--- src/rtl/qam_sym_gen_pkg.sv ---
// ---------------------------------------------------------------------------
// qam_sym_gen_pkg
// Shared definitions for the QAM symbol generator:
//   - FSM state encoding
//   - default pattern register width and seed
//   - PRBS-7 (x^7 + x^6 + 1) tap mask and seed
//   - bits-per-symbol constants for the supported constellation orders
// ---------------------------------------------------------------------------
package qam_sym_gen_pkg;

    typedef enum logic [1:0] {
        ST_IDLE  = 2'd0,
        ST_RUN   = 2'd1,
        ST_STALL = 2'd2
    } state_t;

    localparam int          DEFAULT_PAT_W = 28;
    localparam int          DEFAULT_DIV_W = 10;
    localparam logic [27:0] DEFAULT_SEED  = 28'h6CC1555;

    // Fibonacci PRBS-7: feedback is the XOR of stages 7 and 6 (bits 6 and 5)
    localparam int          PRBS7_W    = 7;
    localparam logic [6:0]  PRBS7_SEED = 7'h7F;
    localparam logic [6:0]  PRBS7_TAPS = 7'b110_0000;

    localparam int          QAM4_SYM_BITS  = 2;
    localparam int          QAM16_SYM_BITS = 4;

endpackage

--- src/rtl/qam_edge_det.sv ---
// ---------------------------------------------------------------------------
// qam_edge_det
// Rising-edge detector used to turn the enable_cntr level into single-cycle
// ticks. The input is registered once; rise is high in the cycle where the
// input is 1 and its registered copy is still 0.
//
// Ports:
//   clock  in   single clock, rising edge
//   reset  in   asynchronous active-high reset (clears the history to 0)
//   d      in   level to watch
//   rise   out  one-cycle pulse on each 0->1 transition of d
// ---------------------------------------------------------------------------
module qam_edge_det (
    input  logic clock,
    input  logic reset,
    input  logic d,
    output logic rise
);

    logic r_q;

    // History register holding last cycle's value of d
    always_ff @(posedge clock or posedge reset) begin
        if (reset) begin
            r_q <= 1'b0;
        end else begin
            r_q <= d;
        end
    end

    assign rise = d & ~r_q;

endmodule

--- src/rtl/qam_sym_gen.sv ---
// ---------------------------------------------------------------------------
// qam_sym_gen
// Emits QAM symbols of SYM_BITS bits at a programmable tick rate. Ticks come
// from rising edges of enable_cntr; a symbol is due every sym_period+1 ticks.
// Symbols come from a rotating pattern register or, when built with the
// optional PRBS-7 generator, from an LFSR selected by prbs_mode. Output uses
// a valid/ready handshake; a symbol due while the previous one is still
// unaccepted is dropped and flagged by the sticky overrun bit.
//
// Optional feature macro:
//   QAM_SYM_GEN_PRBS_EN  builds the PRBS-7 source; otherwise prbs_mode is
//                        ignored and the pattern register is always used.
//
// Parameters:
//   PAT_W     pattern register width (multiple of SYM_BITS)
//   SYM_BITS  bits per symbol (2 = QAM-4, 4 = QAM-16)
//   DIV_W     width of tick counter and sym_period
//   SEED      pattern register reset value
//
// Ports:
//   clock        in   single clock, rising edge
//   reset        in   asynchronous active-high reset
//   enable_cntr  in   tick source, each 0->1 transition is one tick
//   start        in   pulse, IDLE -> RUN (also clears overrun)
//   stop         in   pulse, RUN/STALL -> IDLE (wins over start)
//   sym_period   in   symbol every sym_period+1 ticks
//   prbs_mode    in   1 = PRBS source, 0 = pattern source
//   sym_ready    in   consumer accepts sym_data when sym_valid && sym_ready
//   sym_data     out  registered current symbol
//   sym_valid    out  sym_data holds an unaccepted symbol
//   data_change  out  one-cycle pulse on the cycle after sym_data loads
//   overrun      out  sticky, a symbol was dropped
//   busy         out  high in RUN or STALL
// ---------------------------------------------------------------------------
module qam_sym_gen
    import qam_sym_gen_pkg::*;
#(
    parameter int               PAT_W    = DEFAULT_PAT_W,
    parameter int               SYM_BITS = QAM4_SYM_BITS,
    parameter int               DIV_W    = DEFAULT_DIV_W,
    parameter logic [PAT_W-1:0] SEED     = PAT_W'(DEFAULT_SEED)
) (
    input  logic                clock,
    input  logic                reset,
    input  logic                enable_cntr,
    input  logic                start,
    input  logic                stop,
    input  logic [DIV_W-1:0]    sym_period,
    input  logic                prbs_mode,
    input  logic                sym_ready,
    output logic [SYM_BITS-1:0] sym_data,
    output logic                sym_valid,
    output logic                data_change,
    output logic                overrun,
    output logic                busy
);

    state_t                r_state;
    state_t                w_stateNext;
    logic [DIV_W-1:0]      r_cntr;
    logic [DIV_W-1:0]      w_cntrNext;
    logic [PAT_W-1:0]      r_pat;
    logic [PAT_W-1:0]      w_patNext;
    logic [SYM_BITS-1:0]   w_patSym;
    logic [SYM_BITS-1:0]   w_srcSym;
    logic                  w_patAdv;
    logic [SYM_BITS-1:0]   r_symData;
    logic                  r_symValid;
    logic                  r_dataChange;
    logic                  r_overrun;
    logic                  w_tick;
    logic                  w_busy;
    logic                  w_run;
    logic                  w_due;
    logic                  w_load;
    logic                  w_drop;
    logic                  w_accept;

    qam_edge_det u_tick (
        .clock (clock),
        .reset (reset),
        .d     (enable_cntr),
        .rise  (w_tick)
    );

    // A stop cycle is treated as already idle so no symbol is loaded or
    // counted on the way out of RUN/STALL.
    assign w_busy   = (r_state != ST_IDLE);
    assign w_run    = w_busy && !stop;
    assign w_due    = w_run && w_tick && (r_cntr >= sym_period);
    assign w_accept = r_symValid && sym_ready;
    assign w_load   = w_due && (!r_symValid || sym_ready);
    assign w_drop   = w_due && r_symValid && !sym_ready;

    // Pattern source: top SYM_BITS are the symbol, advance is a left rotate
    assign w_patSym  = r_pat[PAT_W-1 -: SYM_BITS];
    assign w_patNext = {r_pat[PAT_W-SYM_BITS-1:0], w_patSym};

`ifdef QAM_SYM_GEN_PRBS_EN
    logic [PRBS7_W-1:0]  r_lfsr;
    logic [PRBS7_W-1:0]  w_lfsrNext;
    logic [SYM_BITS-1:0] w_prbsSym;
    logic                w_lfsrAdv;

    // Step the LFSR SYM_BITS times; the MSB seen before each step becomes
    // the next symbol bit, first bit landing in the symbol MSB.
    always_comb begin : prbsStep
        logic [PRBS7_W-1:0] v_lfsr;
        v_lfsr    = r_lfsr;
        w_prbsSym = '0;
        for (int i = 0; i < SYM_BITS; i++) begin
            w_prbsSym[SYM_BITS-1-i] = v_lfsr[PRBS7_W-1];
            v_lfsr = {v_lfsr[PRBS7_W-2:0], ^(v_lfsr & PRBS7_TAPS)};
        end
        w_lfsrNext = v_lfsr;
    end

    // Only the source actually supplying the symbol advances, so switching
    // modes leaves the other source where it was.
    assign w_srcSym  = prbs_mode ? w_prbsSym : w_patSym;
    assign w_patAdv  = w_load && !prbs_mode;
    assign w_lfsrAdv = w_load && prbs_mode;

    // LFSR state register
    always_ff @(posedge clock or posedge reset) begin
        if (reset) begin
            r_lfsr <= PRBS7_SEED;
        end else if (w_lfsrAdv) begin
            r_lfsr <= w_lfsrNext;
        end
    end
`else
    logic w_unused_prbsMode;

    assign w_unused_prbsMode = prbs_mode;
    assign w_srcSym          = w_patSym;
    assign w_patAdv          = w_load;
`endif

    // Next-state logic. Stop has priority everywhere; a drop in RUN means
    // the consumer is backed up, and STALL is left once it accepts.
    always_comb begin
        w_stateNext = r_state;
        case (r_state)
            ST_IDLE: begin
                if (start && !stop) begin
                    w_stateNext = ST_RUN;
                end
            end
            ST_RUN: begin
                if (stop) begin
                    w_stateNext = ST_IDLE;
                end else if (w_drop) begin
                    w_stateNext = ST_STALL;
                end
            end
            ST_STALL: begin
                if (stop) begin
                    w_stateNext = ST_IDLE;
                end else if (w_accept) begin
                    w_stateNext = ST_RUN;
                end
            end
            default: begin
                w_stateNext = ST_IDLE;
            end
        endcase
    end

    // Tick counter. Held at zero while idle; the >= compare means a period
    // lowered below the current count fires on the very next tick instead
    // of wrapping around the counter range.
    always_comb begin
        w_cntrNext = r_cntr;
        if (!w_run) begin
            w_cntrNext = '0;
        end else if (w_tick) begin
            if (r_cntr >= sym_period) begin
                w_cntrNext = '0;
            end else begin
                w_cntrNext = r_cntr + DIV_W'(1);
            end
        end
    end

    // FSM state and counter registers
    always_ff @(posedge clock or posedge reset) begin
        if (reset) begin
            r_state <= ST_IDLE;
            r_cntr  <= '0;
        end else begin
            r_state <= w_stateNext;
            r_cntr  <= w_cntrNext;
        end
    end

    // Pattern register; keeps its value while idle
    always_ff @(posedge clock or posedge reset) begin
        if (reset) begin
            r_pat <= SEED;
        end else if (w_patAdv) begin
            r_pat <= w_patNext;
        end
    end

    // Output symbol register and handshake. sym_data holds through idle and
    // through dropped symbols; sym_valid clears in idle and after acceptance
    // unless a new symbol loads in the same cycle.
    always_ff @(posedge clock or posedge reset) begin
        if (reset) begin
            r_symData    <= '0;
            r_symValid   <= 1'b0;
            r_dataChange <= 1'b0;
        end else begin
            r_dataChange <= w_load;
            if (w_load) begin
                r_symData <= w_srcSym;
            end
            if (!w_busy) begin
                r_symValid <= 1'b0;
            end else if (w_load) begin
                r_symValid <= 1'b1;
            end else if (w_accept) begin
                r_symValid <= 1'b0;
            end
        end
    end

    // Sticky overrun flag; a drop in the same cycle as start still records
    always_ff @(posedge clock or posedge reset) begin
        if (reset) begin
            r_overrun <= 1'b0;
        end else if (w_drop) begin
            r_overrun <= 1'b1;
        end else if (start) begin
            r_overrun <= 1'b0;
        end
    end

    assign sym_data    = r_symData;
    assign sym_valid   = r_symValid;
    assign data_change = r_dataChange;
    assign overrun     = r_overrun;
    assign busy        = w_busy;

endmodule
--- config.mk ---
export PLATFORM = sky130hd
export DESIGN_NAME = qam_sym_gen
export DESIGN_NICKNAME = d
export VERILOG_FILES = /design/src/rtl/qam_sym_gen_pkg.sv /design/src/rtl/qam_edge_det.sv /design/src/rtl/qam_sym_gen.sv
export SDC_FILE = /design/constraint.sdc
export NUM_CORES = 1
export LEC_CHECK = 0
export CORE_MARGIN = 5
export CORE_UTILIZATION = 61
export DETAILED_ROUTE_END_ITERATION = 6
export GPL_TIMING_DRIVEN = 0
export PLACE_DENSITY = 0.94
export SKIP_CTS_REPAIR_TIMING = 1
export SLEW_MARGIN = 20
export SYNTH_ARGS = -nofsm -noshare
export SYNTH_HDL_FRONTEND = slang
export SYNTH_SLANG_ARGS = --single-unit
--- constraint.sdc ---
create_clock -name clock -period 6.16 [get_ports clock]
set_input_delay 1.232 -clock clock [delete_from_list [all_inputs] [get_ports clock]]
set_output_delay 1.232 -clock clock [all_outputs]
set_load 0.005 [all_outputs]
**Sequential cells colored by netlist name**

The bar under the picture is 20 um long. Other sequential cells in the stronger gray, the rest of the logic in the fainter gray.
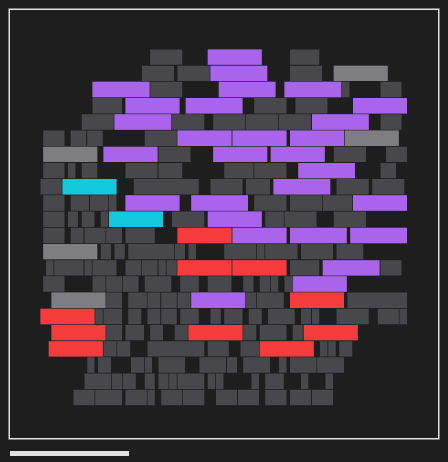
legend:
  cyan:
    signal: r_state
    placed_flops: 2
  red:
    signal: r_cntr
    placed_flops: 10
  purple:
    signal: r_pat
    placed_flops: 28
not colored: 5

**Metal layers overlaid**

The bar under the picture is 20 um long. Two of the layers only.
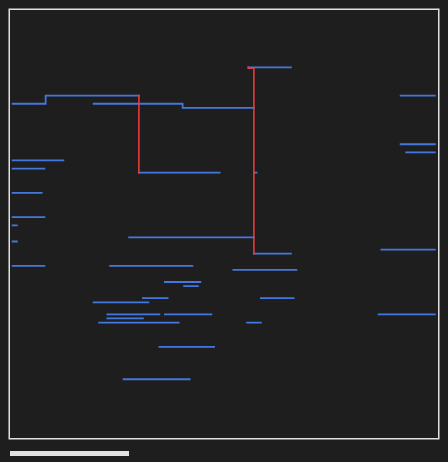
legend:
  blue:
    layer: metal 3
    wire_length: 273 um
  red:
    layer: metal 4
    wire_length: 45.1 um

==> git commit body <==
Record implementation results from latest flow run

- Post-synth the commonest register cell is sky130_fd_sc_hd__dfrtp_1.
- Relative slew slack: between 60% and 70%
* Top Layout Cells: sky130_fd_sc_hd__dfrtp_1, sky130_fd_sc_hd__mux2_4, sky130_fd_sc_hd__clkdlybuf4s50_1
- Syn Nets: approximately 210
* Setup violators final: 0
* Post-route minimum period: 3239 ps
- The overall die size recorded for this design is 0.005160 mm2.
* Top Registers: r_pat (28), r_cntr (10), r_state (2)
- Setup slack on the worst path after placement came out at 2612 ps.
- Overall routing resource usage: between 10% and 20%
- YS warnings: 0
- Synthesis handed over a netlist of between 150 and 200 instances.
- For the worst-skew pair, the clock arrives at the later sink with an insertion delay of 300 ps.
- Top cells by count, synth: sky130_fd_sc_hd__dfrtp_1, sky130_fd_sc_hd__mux2_4, sky130_fd_sc_hd__inv_1, sky130_fd_sc_hd__dfstp_2, sky130_fd_sc_hd__ha_1
* Horizontal die dimension: 71.84 um
- The detail route stage leaves a number of antenna-violating nets equal to 0.
- Broken down by cell family, the worst path's largest delay share belongs to AND-OR/OR-AND gates.
- Status: complete, no violations
- Share of flip-flops with an asynchronous set or reset: 100.0%
* Cell area after technology mapping: 0.002332 mm2
- Category of the worst setup path capture point: flip-flop
- Registers take 0.001142 mm2.
- Number of DRC markers in iteration 0: approximately 93
* Sequential share of the synthesized area: 48.98%
- CP bufs+invs: 3
* Inverters: 17
- Worst path max stage delay: between 400 and 500 ps
- Fraction of the core area occupied by cells at floorplan: 63.23%
- Maximum clock frequency: just over 300 MHz
* Summed negative setup slack over all endpoints: 0 ps
* Reg-to-reg setup timing slack: 3830 ps
- The cell-mix breakdown from Yosys lists the XOR/XNOR area share as under 10%.
- Post-layout nets: 234
- Largest register FFs: 28
* Power density of the placed cells: 205.3 mW/mm2
* Vias in the first global route: 1480
- The number of warnings reported in the stage logs is 27.
* Peak supply drop: 0.0001571 V
* Largest register by flop count: r_pat
- The initial antenna violation count came to 0.
- Summed over all layers, the global routing overflow is 0.
- Yosys reported a register bit count of roughly 45.
* Flip-flops: 45
- Final Hold Violating Endpoints: 0
- STA classifies the critical path startpoint as an input pin.
- Cell variety after synth: 38
- Simple Share, Synth: 9.871%
- Summed standard-cell area reported by yosys: 0.002332 mm2
* Logic area: approximately 0.0011 mm2
* Global-route wire length before repair: 7086 um
* Dominant logic cell type in the layout: sky130_fd_sc_hd__dfrtp_1
* Count of max-cap constraint violations: 0
- The clock passes through at most 2 buffers.
- The final timing report lists a max-slew violation count of 0.
- Clock buf count: 6
- Clock-pin slew of the registers on the worst-case setup and hold paths: 80 ps
- Number of buffers inserted during clock tree synthesis: 5
* Area share of fa/ha/maj cells after synthesis: 5.901%
- The final power report lists total power as ~560 uW.
- Total number of vias: 1495
- CP cell instances: clkdlybuf4s50_1 -> inv_1 -> ha_1 -> a211o_1 -> o211ai_2 -> o311ai_4 -> o211ai_4 -> buf_6 -> mux2_4
- Filler-free cell count of the finished design: 255
* Lkg Pwr: 1.379 nW
- Per STA, the startpoint of the critical path is sym_period[7].
- Across all hold checks on the routed design, the worst slack comes to around 500 ps.
* Non-clock buffer share: 10.15%
- Launch instance of the worst register-to-register path: r_cntr[0]$_DFFE_PP0P_
- After detailed routing, the number of vias per cell comes to 5.863.
- Per the run report, area growth between synthesis and finish was 17.92%.
* Final GP Congestion: about 0.78
- The largest individual stage delay along the critical path comes from the cell sky130_fd_sc_hd__clkdlybuf4s50_1.
* Maximum number of pins on one net before global-route repair: 26
- Clock skew after layout: 6.216 ps
- Rows: 22
- Dominant kind of combinational cell: multiplexers
- Mux frac, synth: a little under a fifth
- Fin worst setup slack: around 2900 ps
- Share of the synthesized area in the top cell type: 34.33%
- The worst setup path is of the input pin to flip-flop kind.
- The number of antenna diodes in the final layout is 0.
* Transition at the pin with the smallest max-transition slack: 582.4 ps
- The endpoint of the worst hold path is reported as overrun$_DFFE_PP0P_.
- Critical Path Stages: 9
- Count of instantiated cells in the yosys netlist: between 150 and 200
* Top-Level Pins: 23
- The wire length recorded after detailed routing is 4184 um.
- Looking at hold timing, the worst path starts from overrun$_DFFE_PP0P_.
- The flow inserted 48 tap cells.
* Instance count after placement with tap cells included: 247
- Number of H-tree branching levels: 2
* Crit Path Max Fanout: 10
- Setup repair after global routing missed its margin: no
- After floorplanning, the core was sized to cover 0.003689 mm2.
* Fraction of layout instances using a drive strength above 1: 31.40%
* Mean instance size in the synthesized netlist: ~13 um2
* Crit share post-route: 52.58%
- Sequential cells make up roughly 42% of the cell area.
- Largest area contributor in the netlist: sky130_fd_sc_hd__dfrtp_1
- Min-Delay Path Class: flip-flop to flip-flop
* Fraction of area in multi-input gates: between 30% and 40%
* Required @ worst endpoint: 6350 ps
- Wirelength per Cell: 16.41 um
- Biggest area consumer among cell classes: flip-flops and latches
* Number of input and output port buffers inserted: 21
- Counting the fill cells in the layout gives 243.
* Number of cell instances on the worst register-to-register path: 8
* Post-DP HPWL: 3029 um
- TritonCTS built the clock tree.
* Post-synth EDFFs: 0
- Before antenna repair, the detailed router went through 4 iterations.
* Aoi share: 10.94%
- Area contributors post-synth: sky130_fd_sc_hd__dfrtp_1, sky130_fd_sc_hd__mux2_4, sky130_fd_sc_hd__dfstp_2, sky130_fd_sc_hd__ha_1, sky130_fd_sc_hd__inv_1
* Worst path arrival time: 3420 ps
- Most frequent cell after synthesis: sky130_fd_sc_hd__dfrtp_1
- TritonCTS reports the number of clock sinks as around 45.
* Die H: 71.84 um
- In the routed design, unresolved DRC markers number 0.
- Per the CTS log, the root buffer master is sky130_fd_sc_hd__clkbuf_8.
- The most critical setup path has its endpoint at r_pat[14]$_DFFE_PP0P_.
- Number of buffers other than clock buffers in the final layout: 26
* Reg2Reg Capture Point: r_pat[14]$_DFFE_PP0P_
**Placement by cell class**

The bar under the picture is 20 um long.
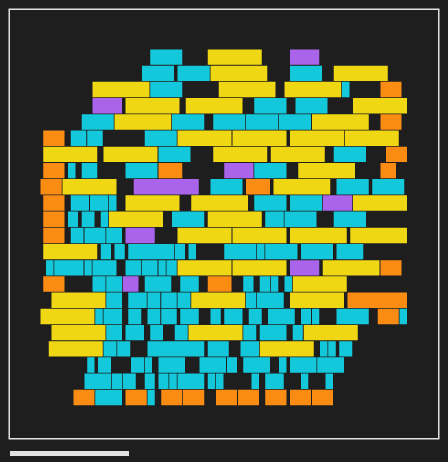
legend:
  cyan:
    class: combinational and other logic
    cells: 128
    share_of_their_area: 43%
  orange:
    class: other buffers and delay cells
    cells: 26
    share_of_their_area: 10%
  yellow:
    class: flops
    cells: 45
    share_of_their_area: 42%
  purple:
    class: clock drivers and dummy loads
    cells: 8
    share_of_their_area: 4.5%

**Logic cells by family**

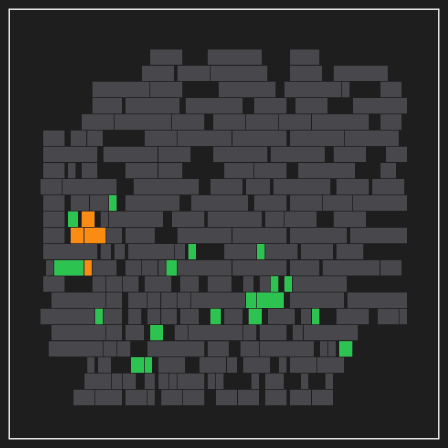
legend:
  orange:
    family: NOR gates
    cells: 4
    where: left middle
  green:
    family: NAND gates
    cells: 18

[metal layers]
| layer | global-route usage [%] | share of wire [%] |
|---|---|---|
| met1 | 24.32 | 45 |
| met2 | 26.73 | 47 |
| met3 | 5.891 | 6.5 |
| met4 | 5.219 | 1.1 |
| met5 | 0 | 0 |
[where the power goes]
part | switching (mW) | leakage (nW) | total [mW] | internal [mW]
Sequential | 0.00138 | 0.577 | 0.298 | 0.297
Combinational | 0.0178 | 0.744 | 0.0355 | 0.0177
Clock | 0.0991 | 0.0574 | 0.231 | 0.132
[per-stage QoR]
stage / instance area [um2] / util (%)
5_1_grt: 2750 / 74.56
4_1_cts: 2750 / 74.56
3_5_place_dp: 2630 / 71.30
2_1_floorplan: 2332 / -
3_3_place_gp: 2603 / 70.56
6_report: 2750 / 74.56
Power and IR drop assume default switching activity.
